### Logic cells by family, run 1

Scale bar: 50 um.
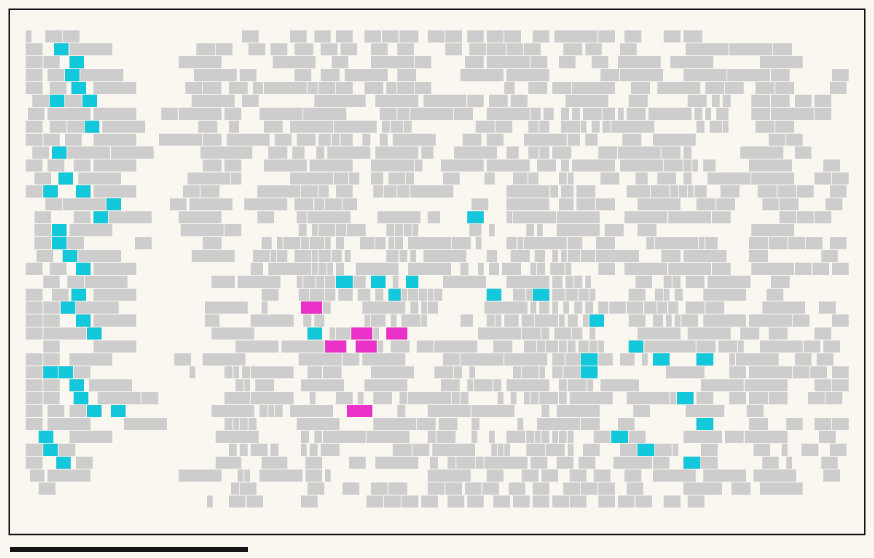
### Track usage over the die, run 1

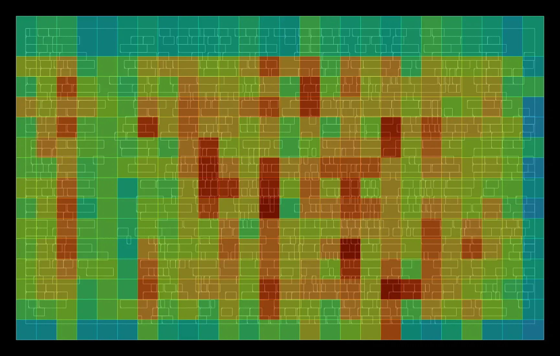
### Sizing map, run 1

Scale bar: 50 um.
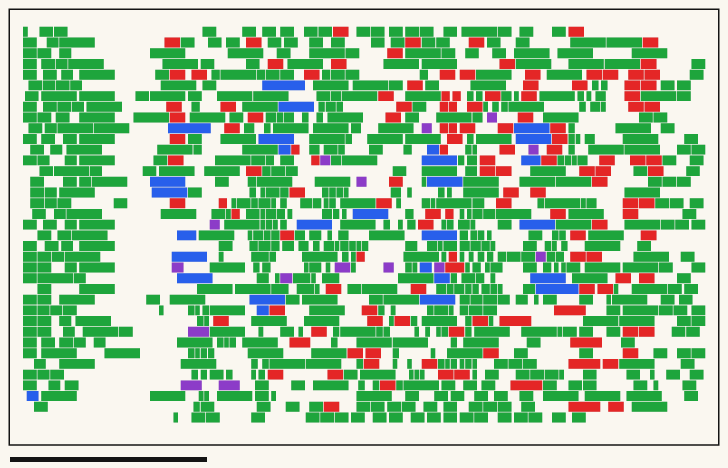
--- src/rtl/edubos5_pkg.sv ---
// ----------------------------------------------------------------------------
// edubos5_pkg
// Shared types for the eduBOS5 core: bus byte-enable encoding, load/store
// funct3 encodings, and the load/store unit FSM state and command record.
// No ports (package).
// ----------------------------------------------------------------------------
package edubos5_pkg;

   // Byte-enable patterns on the data bus; bit n enables byte lane n.
   typedef enum logic [3:0] {
      NOWR      = 4'b0000,
      BYTE1     = 4'b0001,
      BYTE2     = 4'b0010,
      BYTE3     = 4'b0100,
      BYTE4     = 4'b1000,
      HALFWORD1 = 4'b0011,
      HALFWORD2 = 4'b1100,
      WORD      = 4'b1111
   } we_bs_t;

   typedef enum logic [2:0] {
      LB  = 3'b000,
      LH  = 3'b001,
      LW  = 3'b010,
      LBU = 3'b100,
      LHU = 3'b101
   } funct3_load_t;

   typedef enum logic [2:0] {
      SB = 3'b000,
      SH = 3'b001,
      SW = 3'b010
   } funct3_store_t;

   typedef enum logic [1:0] {
      IDLE = 2'd0,
      REQ  = 2'd1,
      RSP  = 2'd2
   } lsu_state_t;

   typedef struct packed {
      logic        load;
      logic [2:0]  funct3;
      logic [31:0] addr;
      logic [31:0] wdat;
      logic [4:0]  rd;
   } lsu_cmd_t;

endpackage

--- src/rtl/edubos5_lsu_align.sv ---
// ----------------------------------------------------------------------------
// edubos5_lsu_align
// Purely combinational data steering for the load/store unit.
//   load      in  1  : 1 = load, 0 = store
//   funct3    in  3  : load/store width encoding
//   addr_lsb  in  2  : byte offset within the word
//   wdat      in  32 : right-aligned store data
//   rdat      in  32 : raw bus read word
//   we        out 4  : byte enables (NOWR for loads and illegal commands)
//   wdat_lane out 32 : store data replicated onto every lane
//   rdat_ext  out 32 : extracted and sign/zero-extended load data
//   dec_err   out 1  : command cannot be issued to the bus
// Build option: EDUBOS5_MISALIGN_TRAP_EN turns misaligned halfword/word
// accesses into decode errors; otherwise the offending LSBs are ignored.
// ----------------------------------------------------------------------------
module edubos5_lsu_align
   import edubos5_pkg::*;
(
   input  logic        load,
   input  logic [2:0]  funct3,
   input  logic [1:0]  addr_lsb,
   input  logic [31:0] wdat,
   input  logic [31:0] rdat,
   output we_bs_t      we,
   output logic [31:0] wdat_lane,
   output logic [31:0] rdat_ext,
   output logic        dec_err
);

   logic [7:0]  rd_byte;
   logic [15:0] rd_half;
   logic        illegal;
   logic        misalign;

   always_comb begin
      rd_byte   = 8'h00;
      rd_half   = addr_lsb[1] ? rdat[31:16] : rdat[15:0];
      we        = NOWR;
      wdat_lane = 32'h0;
      rdat_ext  = 32'h0;
      illegal   = 1'b0;
      misalign  = 1'b0;

      case (addr_lsb)
         2'd0:    rd_byte = rdat[7:0];
         2'd1:    rd_byte = rdat[15:8];
         2'd2:    rd_byte = rdat[23:16];
         default: rd_byte = rdat[31:24];
      endcase

      if (load) begin
         case (funct3)
            LB:  rdat_ext = {{24{rd_byte[7]}}, rd_byte};
            LBU: rdat_ext = {24'h0, rd_byte};
            LH: begin
               rdat_ext = {{16{rd_half[15]}}, rd_half};
               misalign = addr_lsb[0];
            end
            LHU: begin
               rdat_ext = {16'h0, rd_half};
               misalign = addr_lsb[0];
            end
            LW: begin
               rdat_ext = rdat;
               misalign = (addr_lsb != 2'd0);
            end
            default: illegal = 1'b1;
         endcase
      end else begin
         case (funct3)
            SB: begin
               wdat_lane = {4{wdat[7:0]}};
               case (addr_lsb)
                  2'd0:    we = BYTE1;
                  2'd1:    we = BYTE2;
                  2'd2:    we = BYTE3;
                  default: we = BYTE4;
               endcase
            end
            SH: begin
               wdat_lane = {2{wdat[15:0]}};
               we        = addr_lsb[1] ? HALFWORD2 : HALFWORD1;
               misalign  = addr_lsb[0];
            end
            SW: begin
               wdat_lane = wdat;
               we        = WORD;
               misalign  = (addr_lsb != 2'd0);
            end
            default: illegal = 1'b1;
         endcase
      end

      // An errored command never reaches the bus, so keep its lanes quiet.
      if (illegal) begin
         we        = NOWR;
         wdat_lane = 32'h0;
      end
   end

`ifdef EDUBOS5_MISALIGN_TRAP_EN
   assign dec_err = illegal | misalign;
`else
   logic misalign_unused;
   assign misalign_unused = misalign;
   assign dec_err         = illegal;
`endif

endmodule

--- src/rtl/edubos5_lsu.sv ---
// ----------------------------------------------------------------------------
// edubos5_lsu
// Load/store unit: accepts one LOAD/STORE command at a time, drives a
// req/ack data bus with timeout, and returns extended load data or an error.
//   clk        in  1  : clock
//   arst       in  1  : asynchronous active-high reset
//   cmd_*      in     : command (vld/load/funct3/addr/wdat/rd), cmd_rdy out
//   rsp_*      out    : one-cycle response (vld/rdat/rd/err)
//   bus_*      out    : req/we/addr/wdat towards memory
//   bus_ack    in  1  : completion, read data valid the same cycle
//   bus_rdat   in  32 : read word
// Parameter TIMEOUT_CYC: max cycles of bus_req without ack (0 = no timeout).
// Build option: EDUBOS5_MISALIGN_TRAP_EN (see edubos5_lsu_align).
// ----------------------------------------------------------------------------
module edubos5_lsu
   import edubos5_pkg::*;
#(
   parameter int unsigned TIMEOUT_CYC = 255
)(
   input  logic        clk,
   input  logic        arst,
   input  logic        cmd_vld,
   output logic        cmd_rdy,
   input  logic        cmd_load,
   input  logic [2:0]  cmd_funct3,
   input  logic [31:0] cmd_addr,
   input  logic [31:0] cmd_wdat,
   input  logic [4:0]  cmd_rd,
   output logic        rsp_vld,
   output logic [31:0] rsp_rdat,
   output logic [4:0]  rsp_rd,
   output logic        rsp_err,
   output logic        bus_req,
   output we_bs_t      bus_we,
   output logic [31:0] bus_addr,
   output logic [31:0] bus_wdat,
   input  logic        bus_ack,
   input  logic [31:0] bus_rdat
);

   localparam int unsigned CW = (TIMEOUT_CYC < 2) ? 1 : $clog2(TIMEOUT_CYC + 1);

   lsu_state_t    state_reg;
   lsu_cmd_t      cmd_reg;
   lsu_cmd_t      cmd_in;
   lsu_cmd_t      cmd_sel;
   logic [CW-1:0] tmo_cnt_reg;
   logic          tmo_hit;

   logic          bus_req_reg;
   we_bs_t        bus_we_reg;
   logic [31:0]   bus_addr_reg;
   logic [31:0]   bus_wdat_reg;
   logic          rsp_vld_reg;
   logic [31:0]   rsp_rdat_reg;
   logic [4:0]    rsp_rd_reg;
   logic          rsp_err_reg;

   we_bs_t        al_we;
   logic [31:0]   al_wdat_lane;
   logic [31:0]   al_rdat_ext;
   logic          al_dec_err;

   assign cmd_in = '{load:   cmd_load,
                     funct3: cmd_funct3,
                     addr:   cmd_addr,
                     wdat:   cmd_wdat,
                     rd:     cmd_rd};

   // While idle the aligner decodes the incoming command (lanes, errors);
   // afterwards it works on the captured command to extract load data.
   assign cmd_sel = (state_reg == IDLE) ? cmd_in : cmd_reg;

   edubos5_lsu_align u_align (
      .load      (cmd_sel.load),
      .funct3    (cmd_sel.funct3),
      .addr_lsb  (cmd_sel.addr[1:0]),
      .wdat      (cmd_sel.wdat),
      .rdat      (bus_rdat),
      .we        (al_we),
      .wdat_lane (al_wdat_lane),
      .rdat_ext  (al_rdat_ext),
      .dec_err   (al_dec_err)
   );

   // The counter holds the number of completed unacknowledged REQ cycles,
   // so the last allowed cycle is the one where count+1 equals the limit.
   assign tmo_hit = (TIMEOUT_CYC != 0) &&
                    ((32'(tmo_cnt_reg) + 32'd1) == 32'(TIMEOUT_CYC));

   always_ff @(posedge clk or posedge arst) begin
      if (arst) begin
         state_reg    <= IDLE;
         cmd_reg      <= '0;
         tmo_cnt_reg  <= '0;
         bus_req_reg  <= 1'b0;
         bus_we_reg   <= NOWR;
         bus_addr_reg <= 32'h0;
         bus_wdat_reg <= 32'h0;
         rsp_vld_reg  <= 1'b0;
         rsp_rdat_reg <= 32'h0;
         rsp_rd_reg   <= 5'h0;
         rsp_err_reg  <= 1'b0;
      end else begin
         case (state_reg)
            IDLE: begin
               if (cmd_vld) begin
                  cmd_reg     <= cmd_in;
                  tmo_cnt_reg <= '0;
                  if (al_dec_err) begin
                     state_reg    <= RSP;
                     rsp_vld_reg  <= 1'b1;
                     rsp_err_reg  <= 1'b1;
                     rsp_rdat_reg <= 32'h0;
                     rsp_rd_reg   <= cmd_rd;
                  end else begin
                     state_reg    <= REQ;
                     bus_req_reg  <= 1'b1;
                     bus_we_reg   <= al_we;
                     bus_addr_reg <= {cmd_addr[31:2], 2'b00};
                     bus_wdat_reg <= al_wdat_lane;
                  end
               end
            end
            REQ: begin
               if (bus_ack || tmo_hit) begin
                  // Ack is tested first so it beats a coincident timeout.
                  state_reg    <= RSP;
                  bus_req_reg  <= 1'b0;
                  bus_we_reg   <= NOWR;
                  bus_addr_reg <= 32'h0;
                  bus_wdat_reg <= 32'h0;
                  rsp_vld_reg  <= 1'b1;
                  rsp_err_reg  <= ~bus_ack;
                  rsp_rdat_reg <= (bus_ack && cmd_reg.load) ? al_rdat_ext : 32'h0;
                  rsp_rd_reg   <= cmd_reg.rd;
               end else begin
                  tmo_cnt_reg <= tmo_cnt_reg + CW'(1);
               end
            end
            RSP: begin
               state_reg    <= IDLE;
               rsp_vld_reg  <= 1'b0;
               rsp_err_reg  <= 1'b0;
               rsp_rdat_reg <= 32'h0;
               rsp_rd_reg   <= 5'h0;
            end
            default: state_reg <= IDLE;
         endcase
      end
   end

   assign cmd_rdy  = (state_reg == IDLE);
   assign bus_req  = bus_req_reg;
   assign bus_we   = bus_we_reg;
   assign bus_addr = bus_addr_reg;
   assign bus_wdat = bus_wdat_reg;
   assign rsp_vld  = rsp_vld_reg;
   assign rsp_rdat = rsp_rdat_reg;
   assign rsp_rd   = rsp_rd_reg;
   assign rsp_err  = rsp_err_reg;

endmodule

--- config.mk ---
export PLATFORM = sky130hd
export DESIGN_NAME = edubos5_lsu
export DESIGN_NICKNAME = d
export VERILOG_FILES = /design/src/rtl/edubos5_pkg.sv /design/src/rtl/edubos5_lsu_align.sv /design/src/rtl/edubos5_lsu.sv
export SDC_FILE = /design/constraint.sdc
export NUM_CORES = 1
export LEC_CHECK = 0
export CAP_MARGIN = 0
export CORE_ASPECT_RATIO = 0.6
export CORE_MARGIN = 3
export CORE_UTILIZATION = 44
export DETAILED_ROUTE_END_ITERATION = 10
export HOLD_SLACK_MARGIN = 0.06
export PLACE_DENSITY = 0.72
export SLEW_MARGIN = 0
export SYNTH_ARGS = -nofsm -noshare
export SYNTH_HDL_FRONTEND = slang
export SYNTH_SLANG_ARGS = --single-unit
--- constraint.sdc ---
create_clock -name clk -period 6.7 [get_ports clk]
set_input_delay 1.34 -clock clk [delete_from_list [all_inputs] [get_ports clk]]
set_output_delay 1.34 -clock clk [all_outputs]
set_load 0.02 [all_outputs]
==> summary.txt, run 1 <==
Update from the flow run.

The flow ran to the end, and the final reports show no timing, DRC or antenna violations. For the worst reg-to-reg path, the startpoint reported by OpenROAD is state_reg[0]. Once detail routing completed, the nets flagged for antenna violations numbered 0. After filler insertion, the fill cell instance count of the layout stands at ~1400.

The TritonCTS buffer count is 17. STA lists the maximum fanout along the critical path as 16. The H-tree level count is 4. The most frequently used flop master after synthesis is sky130_fd_sc_hd__dfrtp_1. Measured along the x axis, the die boundary spans 180 um. After synthesis, the netlist uses 57 different library cells. The flop-to-flop setup slack is 2.39 ns. The global-route congestion overflow total is 0. The critical path endpoint has a required time of 7.00 ns. The gate count of the mapped netlist is 695.

The data arrival at the endpoint of the critical path is 4.79 ns. The violation tally recorded at the end of detailed-routing iteration 0 is 598. The total negative slack is 0 ns. The master cell of the clock root buffer is sky130_fd_sc_hd__clkbuf_16. The number of placement rows is 37. Derived from the worst setup path, the maximum achievable clock frequency is 223 MHz. The number of buffer and inverter stages on the critical path is 1.
-- 'Logic cells by family' (at the start) --
family	color	cells
fa/ha/maj cells	magenta	6
non-inverting ao/oa cells	cyan	49

-- 'Track usage over the die' (at the start) --
global-route track usage on met2: 0.333
met3 global-route usage: 0.0577
utilization after layout: 0.624
detail-routed net length per standard cell: 19.6 um
Global Route Usage Sum: 0.222

-- 'Sizing map' (at the start) --
size	color	cells
x2	red	134
x6 and larger	blue	28
x1 and smaller	green	723
x3 and x4	purple	15

-- run 1: report_power, final --
group / switching, mW / leakage [nW] / internal, mW
combinational: 1.26 / 2.30 / 1.12
sequential: 0.209 / 2.07 / 1.29
clock: 0.421 / 0.299 / 0.616
total: 1.89 / 4.67 / 3.03
-- run 1: logic make-up (layout without fill, tap and decap cells) --
logic type	Yosys count	in the layout	share of synthesized area
buf+inv	73	277	0.0392
xor+xnor	3	3	0.00330
other cells	1	2	0.000470
compound gates	176	176	0.152
simple gates	126	126	0.0774
flops	159	159	0.499
fa+ha+maj	6	6	0.00942
mux	151	151	0.219
-- run 1: layout by cell type, fill, tap and decap left out, drive strengths merged, types with 3 or more instances in the layout --
| cell | netlist | final |
|---|---|---|
| a222oi | 6 | 6 |
| nand2b | 7 | 7 |
| o31ai | 9 | 9 |
| clkdlybuf4s50 | 0 | 215 |
| buf | 20 | 6 |
| mux2i | 32 | 32 |
| xnor2 | 3 | 3 |
| o22a | 3 | 3 |
| nand2 | 52 | 52 |
| nand3 | 11 | 11 |
| or2 | 11 | 11 |
| ha | 6 | 6 |
| nor2 | 18 | 18 |
| bufinv | 0 | 3 |
| nor2b | 4 | 4 |
| nor3 | 5 | 5 |
| o21ai | 29 | 29 |
| nor3b | 4 | 4 |
| o22ai | 11 | 11 |
| a21oi | 48 | 48 |
| a221o | 9 | 9 |
| a22oi | 9 | 9 |
| clkbuf | 29 | 19 |
| mux4 | 6 | 6 |
| mux2 | 113 | 113 |
| clkinvlp | 0 | 3 |
| inv | 24 | 29 |
| dfrtp | 159 | 159 |
| o32ai | 3 | 3 |
| a22o | 31 | 31 |
| and3 | 6 | 6 |
-- run 1: metal layers --
metal | vias to the layer above | global-route usage
met5 | - | 0
met4 | 0 | 0.0546
met3 | 19 | 0.0577
met2 | 296 | 0.333
met1 | 3165 | 0.323
li1 | 2947 | -
-- run 1: worst min-delay path, stage by stage (launching register included) --
cell                      delay (ns)
sky130_fd_sc_hd__dfrtp_1        0.35
sky130_fd_sc_hd__nand2_1        0.05
sky130_fd_sc_hd__o21ai_0        0.07
-- run 1: cell type report --
cell class                      count  area (um2)  share of cell area
Sequential cell                   159        3980               0.366
Multi-Input combinational cell    464        3690               0.339
Timing Repair Buffer              221        2200               0.202
Clock buffer                       19         453              0.0416
Tap cell                          234         293              0.0269
Clock inverter                     13         176              0.0162
Inverter                           24        95.1             0.00874
-- run 1: worst min-delay path by stage --
stage | startpoint | to | slack [ns]
2_1_floorplan | cmd_reg[0] | cmd_reg[0] | 0.45
3_3_place_gp | cmd_reg[4] | cmd_reg[4] | 0.46
3_5_place_dp | bus_addr[23] | bus_addr[23] | 0.48
4_1_cts | cmd_reg[4] | cmd_reg[4] | 0.51
5_1_grt | bus_wdat[18] | bus_wdat[18] | 0.52
6_report | cmd_reg[2] | cmd_reg[2] | 0.50
### Sequential cells grouped by signal name, run 1

Scale bar: 50 um. Other sequential cells in the stronger gray, the rest of the logic in the fainter gray.
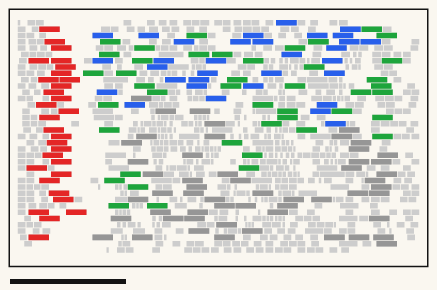

==> run 1 -> run 2 <==
- PLACE_DENSITY: 0.72 -> 0.75
- clock period: 6.7 -> 4 ns (I/O delays scaled with it)
### Sequential cells grouped by signal name, run 2

Scale bar: 50 um. Other sequential cells in the stronger gray, the rest of the logic in the fainter gray.
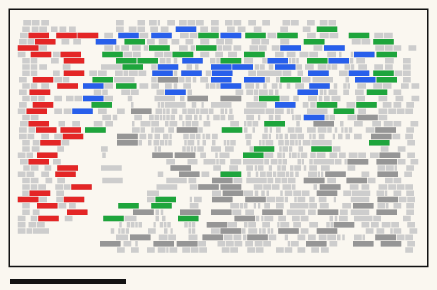
signal	color	sequential cells
cmd_reg	green	43
bus_wdat	blue	32
bus_addr	red	30
not colored	54

==> run 2 against run 1 <==
Against the previous run: sequential cell count unchanged; utilization rose by 0.11 points; combinational power up about 70%; routed wire length is 2.7% lower; largest cell class unchanged; sequential share of layout area down 0.067 points.
==> summary.txt, run 2 <==
Update from the flow run.

The run finished with clean final reports. The total negative slack is 0 ns (unchanged). The combined flip-flop and latch cell area is 0.00398 mm2 (unchanged). The synthesis report names the predominant flop master as sky130_fd_sc_hd__dfrtp_1. The gate count of the mapped netlist is 695 (unchanged). The number of distinct library cells after synthesis is 57 (unchanged).

Counting only logic cells after layout, the most numerous master is sky130_fd_sc_hd__clkdlybuf4s50_1. The utilization after layout came to 0.625 (+0.00115). The H-tree level count is 4 (unchanged).

The layout filler cell count is 1414 (+3.5%). The critical path required time is 4.29 ns (-2.71 ns). The data arrival at the endpoint of the critical path came to 3.85 ns (-0.94 ns). The number of placement rows is 37 (unchanged). In this run the critical register-to-register path is launched from state_reg[0]. The average wire per standard cell is 18.9 um (-3.5%). The maximum net fanout on the critical path was 27 (+11).

The global-route congestion overflow total is 0 (unchanged). The combined area of the multi-input logic cells was 0.00369 mm2 (about the same). The startpoint of the most critical hold path is cmd_reg[3]. The iteration-0 DRC count of the detailed router is 437 (-27%).

The overall global routing resource usage is 0.217 (-0.00430). The number of buffer and inverter stages on the critical path is 2 (+1). Leaving out fill and tap cells, the most frequent cells in the layout are sky130_fd_sc_hd__clkdlybuf4s50_1, sky130_fd_sc_hd__dfrtp_1, sky130_fd_sc_hd__mux2_2.
### Sizing map, run 2

Scale bar: 50 um.
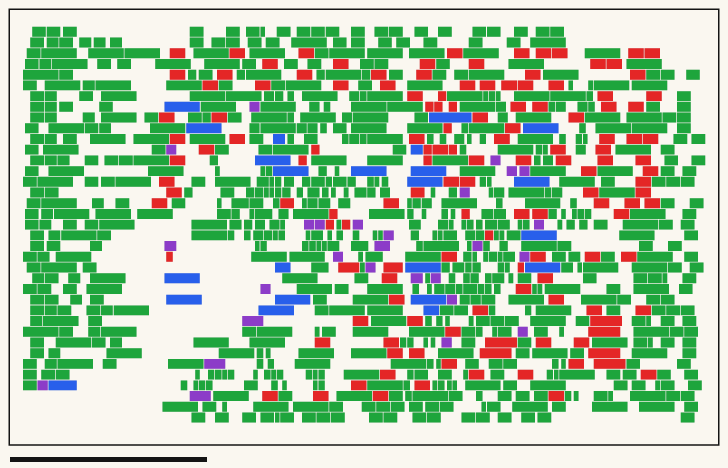
size	color	cells
x1 and smaller	green	722
x6 and larger	blue	23
x2	red	137
x3 and x4	purple	27

[run 2: routing by layer]
layer | vias up | wire [um] | GRT usage
li1 | 2965 | - | -
met1 | 3162 | 10600 | 0.330
met2 | 259 | 9150 | 0.310
met3 | 8 | 1750 | 0.0633
met4 | 0 | 110 | 0.0403
met5 | - | 0 | 0
[run 2: per-stage QoR]
| stage | instance area (um2) | power (mW) | hold WS [ns] | setup slack, ns |
|---|---|---|---|---|
| floorplan | 7980 | 5.16 | 0.450 | 1.05 |
| global placement | 10300 | 6.50 | 0.467 | 0.367 |
| detailed placement | 10300 | 6.57 | 0.473 | 0.282 |
| CTS | 10900 | 8.14 | 0.488 | 0.475 |
| global route | 10900 | 8.57 | 0.513 | 0.117 |
| finish | 10900 | 8.09 | 0.482 | 0.442 |
[run 2: final cells by class]
cell class,count,share of cell area
clock buffers,17,0.0390
clock inverters,14,0.0124
inverters,24,0.00861
multi-input cells,464,0.339
flip-flops and latches,159,0.365
well taps,234,0.0269
repair buffers,231,0.210
[run 2: where the power goes]
group,total (mW),internal (mW),switching [mW],leakage (nW)
Sequential,2.49,2.16,0.335,2.07
Clock,1.55,0.865,0.688,0.262
Combinational,4.05,1.93,2.12,2.35
[run 2: logic make-up after synthesis]
| group | Yosys count | share of synthesized area |
|---|---|---|
| compound gates | 176 | 0.152 |
| flops | 159 | 0.499 |
| mux | 151 | 0.219 |
| simple gates | 126 | 0.0774 |
| buf+inv | 73 | 0.0392 |
| fa+ha+maj | 6 | 0.00942 |
| xor+xnor | 3 | 0.00330 |
| other cells | 1 | 0.000470 |
[run 2: worst reg2reg max path, stage by stage, from the launching register on]
cell and delay (ns):
sky130_fd_sc_hd__dfrtp_1 0.40, sky130_fd_sc_hd__inv_1 0.12, sky130_fd_sc_hd__ha_2 0.34, sky130_fd_sc_hd__buf_4 0.39, sky130_fd_sc_hd__or2_2 0.21, sky130_fd_sc_hd__a2bb2oi_1 0.22, sky130_fd_sc_hd__nor2_1 0.22, sky130_fd_sc_hd__a21oi_1 1.03
sky130_fd_sc_hd__a21oi_1 0.19, sky130_fd_sc_hd__mux2_2 0.32
[run 2: path summary, 6_finish.rpt]
kind,endpoint,slack (ns)
hold / removal,cmd_reg[3],0.48
setup reg to reg,rsp_rdat[19],0.44
setup / recovery,rsp_rdat[19],0.44
hold reg to reg,cmd_reg[3],0.48
min in group asynchronous,bus_addr[10],0.98
max in group asynchronous,bus_wdat[25],2.38
### Logic cells by family, run 2

Scale bar: 50 um.
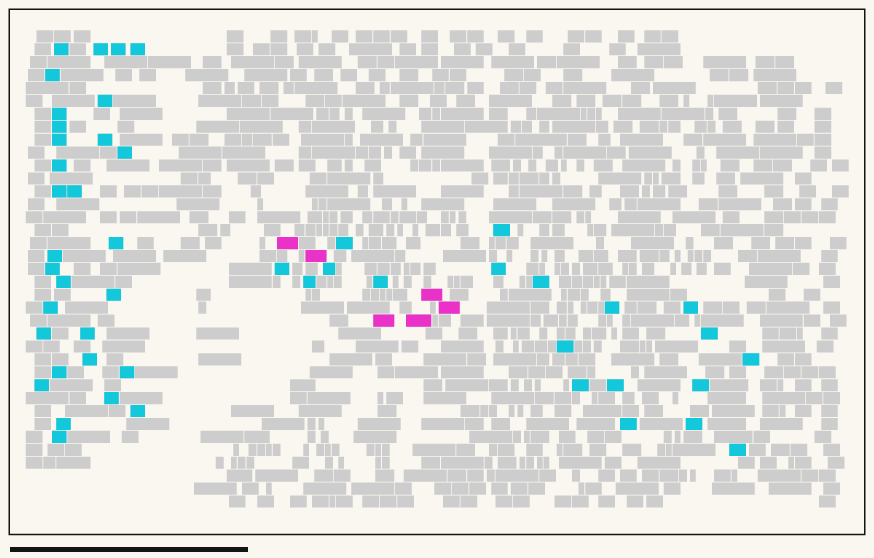

==> run 2 -> run 3 <==
==> constraint.sdc (replaced) <==
create_clock -name clk -period 4 [get_ports clk]
set_input_delay 0.4 -clock clk [delete_from_list [all_inputs] [get_ports clk]]
set_output_delay 0.4 -clock clk [all_outputs]
set_load 0.02 [all_outputs]
### Logic cells by family, run 3

Scale bar: 50 um.
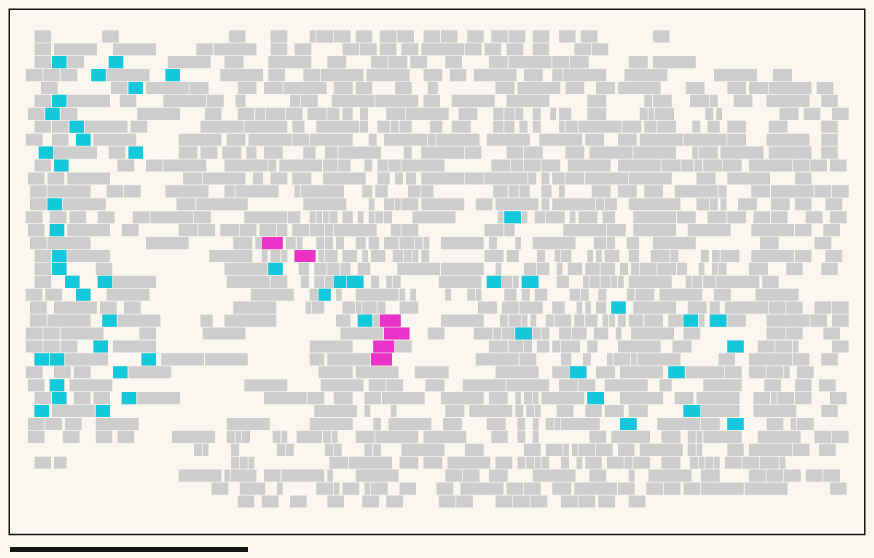
family	color	cells
fa/ha/maj cells	magenta	6
non-inverting ao/oa cells	cyan	49

### Track usage over the die, run 3

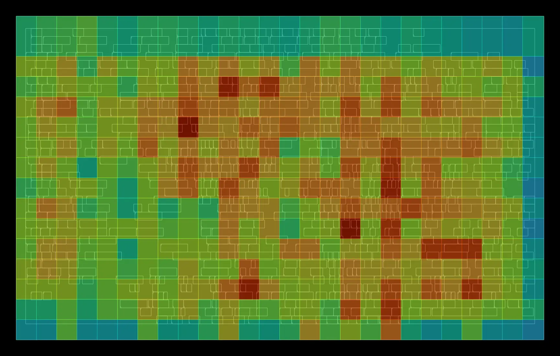
global-route track usage on met2: 0.321
GR peak layer: met1

==> run 3 against run 2 <==
Against the previous run: clock skew decreased by 0.0043 ns; via count up 0.39%; non-clock buffer count increased by 1; combinational power is essentially flat; final cell count barely moved; critical endpoint is now bus_wdat[0]; largest power group unchanged.
==> summary.txt, run 3 <==
Update from the flow run.

The iteration-0 DRC count of the detailed router is 557 (+27%). The number of distinct library cells after synthesis is 57 (unchanged). The maximum net fanout on the critical path is 38 (+41%).

The average wire per standard cell is 19.2 um (+1.9%). The top logic cell family in the synthesized netlist is multiplexers. The layout filler cell count came to 1407 (-0.50%). The AND-OR/OR-AND share of the synthesized area came to 0.152 (unchanged). The H-tree level count came to 4 (unchanged).

The worst setup slack after placement is 0.841 ns (+0.560 ns). The post-route cell area is 0.0110 mm2 (+0.61%). The share of synthesized area spent on multiplexers is 0.219 (unchanged).

The flow ran to the end, and the final reports show no timing, DRC or antenna violations. The data arrival at the endpoint of the critical path came to 3.47 ns (-0.38 ns). The placed standard-cell area was 0.0104 mm2 (+0.19%). The simple-gate share of the synthesized area was 0.0774 (unchanged).

The worst path setup slack after routing is 0.839 ns (+0.397 ns). The post-synthesis xor/xnor area fraction came to 0.00330 (unchanged). The overall global routing resource usage was 0.228 (+0.0104). In the synthesized netlist the dominant register cell turns out to be sky130_fd_sc_hd__dfrtp_1. The critical path required time is 4.31 ns (+0.02 ns).
## run 3: cell counts after synthesis
Identical to the previous run, type by type.
## run 3: through the flow
stage | hold WS (ns) | utilization | total power, mW
6_report | 0.482 | 0.629 | 8.24
5_1_grt | 0.510 | 0.629 | 8.75
4_1_cts | 0.487 | 0.629 | 8.28
3_5_place_dp | 0.472 | 0.594 | 6.55
3_3_place_gp | 0.468 | 0.594 | 6.48
2_1_floorplan | 0.450 | - | 5.16
## run 3: worst paths after layout
path                               from           end  slack, ns  cells past startpoint
min in group asynchronous          arst  bus_addr[14]       0.50                      2
setup reg to reg           state_reg[0]   bus_wdat[0]       0.84                      9
setup / recovery           state_reg[0]   bus_wdat[0]       0.84                      9
hold / removal               cmd_reg[1]    cmd_reg[1]       0.48                      2
max in group asynchronous          arst   cmd_reg[20]       2.67                      3
hold reg to reg              cmd_reg[1]    cmd_reg[1]       0.48                      2
## run 3: area by class of cell
type	instances	area, um2	area share
sequential	159	3980	0.363
clock buffer	17	425	0.0388
clock inverter	14	181	0.0165
tap	234	293	0.0267
inverter	24	93.8	0.00855
multi-input combinational	464	3690	0.337
timing repair buffer	232	2300	0.210
## run 3: logic make-up (layout without fill, tap and decap cells)
logic type	count (synthesis)	after routing
mux	151	151
fa+ha+maj	6	6
buf+inv	73	287
other cells	1	2
flops	159	159
compound gates	176	176
xor+xnor	3	3
simple gates	126	126
## run 3: metal layers
metal  up-vias  GRT usage  part of all wire
met3        14     0.0744             0.079
met1      3182      0.342              0.49
met5         -          0                 0
met2       249      0.321              0.42
li1       2974          -                 -
met4         0     0.0469            0.0085
## run 3: power by group
part	internal [mW]	switching (mW)	total (mW)
sequential	2.16	0.347	2.50
combinational	1.93	2.11	4.04
clock	0.994	0.707	1.70
total	5.08	3.16	8.24
## run 3: worst max-delay path, stage by stage (launching register included)
cell                      delay, ns
sky130_fd_sc_hd__dfrtp_1       0.40
sky130_fd_sc_hd__inv_1         0.12
sky130_fd_sc_hd__ha_2          0.45
sky130_fd_sc_hd__buf_4         0.36
sky130_fd_sc_hd__nand2_2       0.34
sky130_fd_sc_hd__nor2_1        0.22
sky130_fd_sc_hd__a21oi_1       0.06
sky130_fd_sc_hd__buf_4         0.19
sky130_fd_sc_hd__or2_2         0.56
sky130_fd_sc_hd__o31ai_1       0.35
Power and IR drop assume default switching activity.
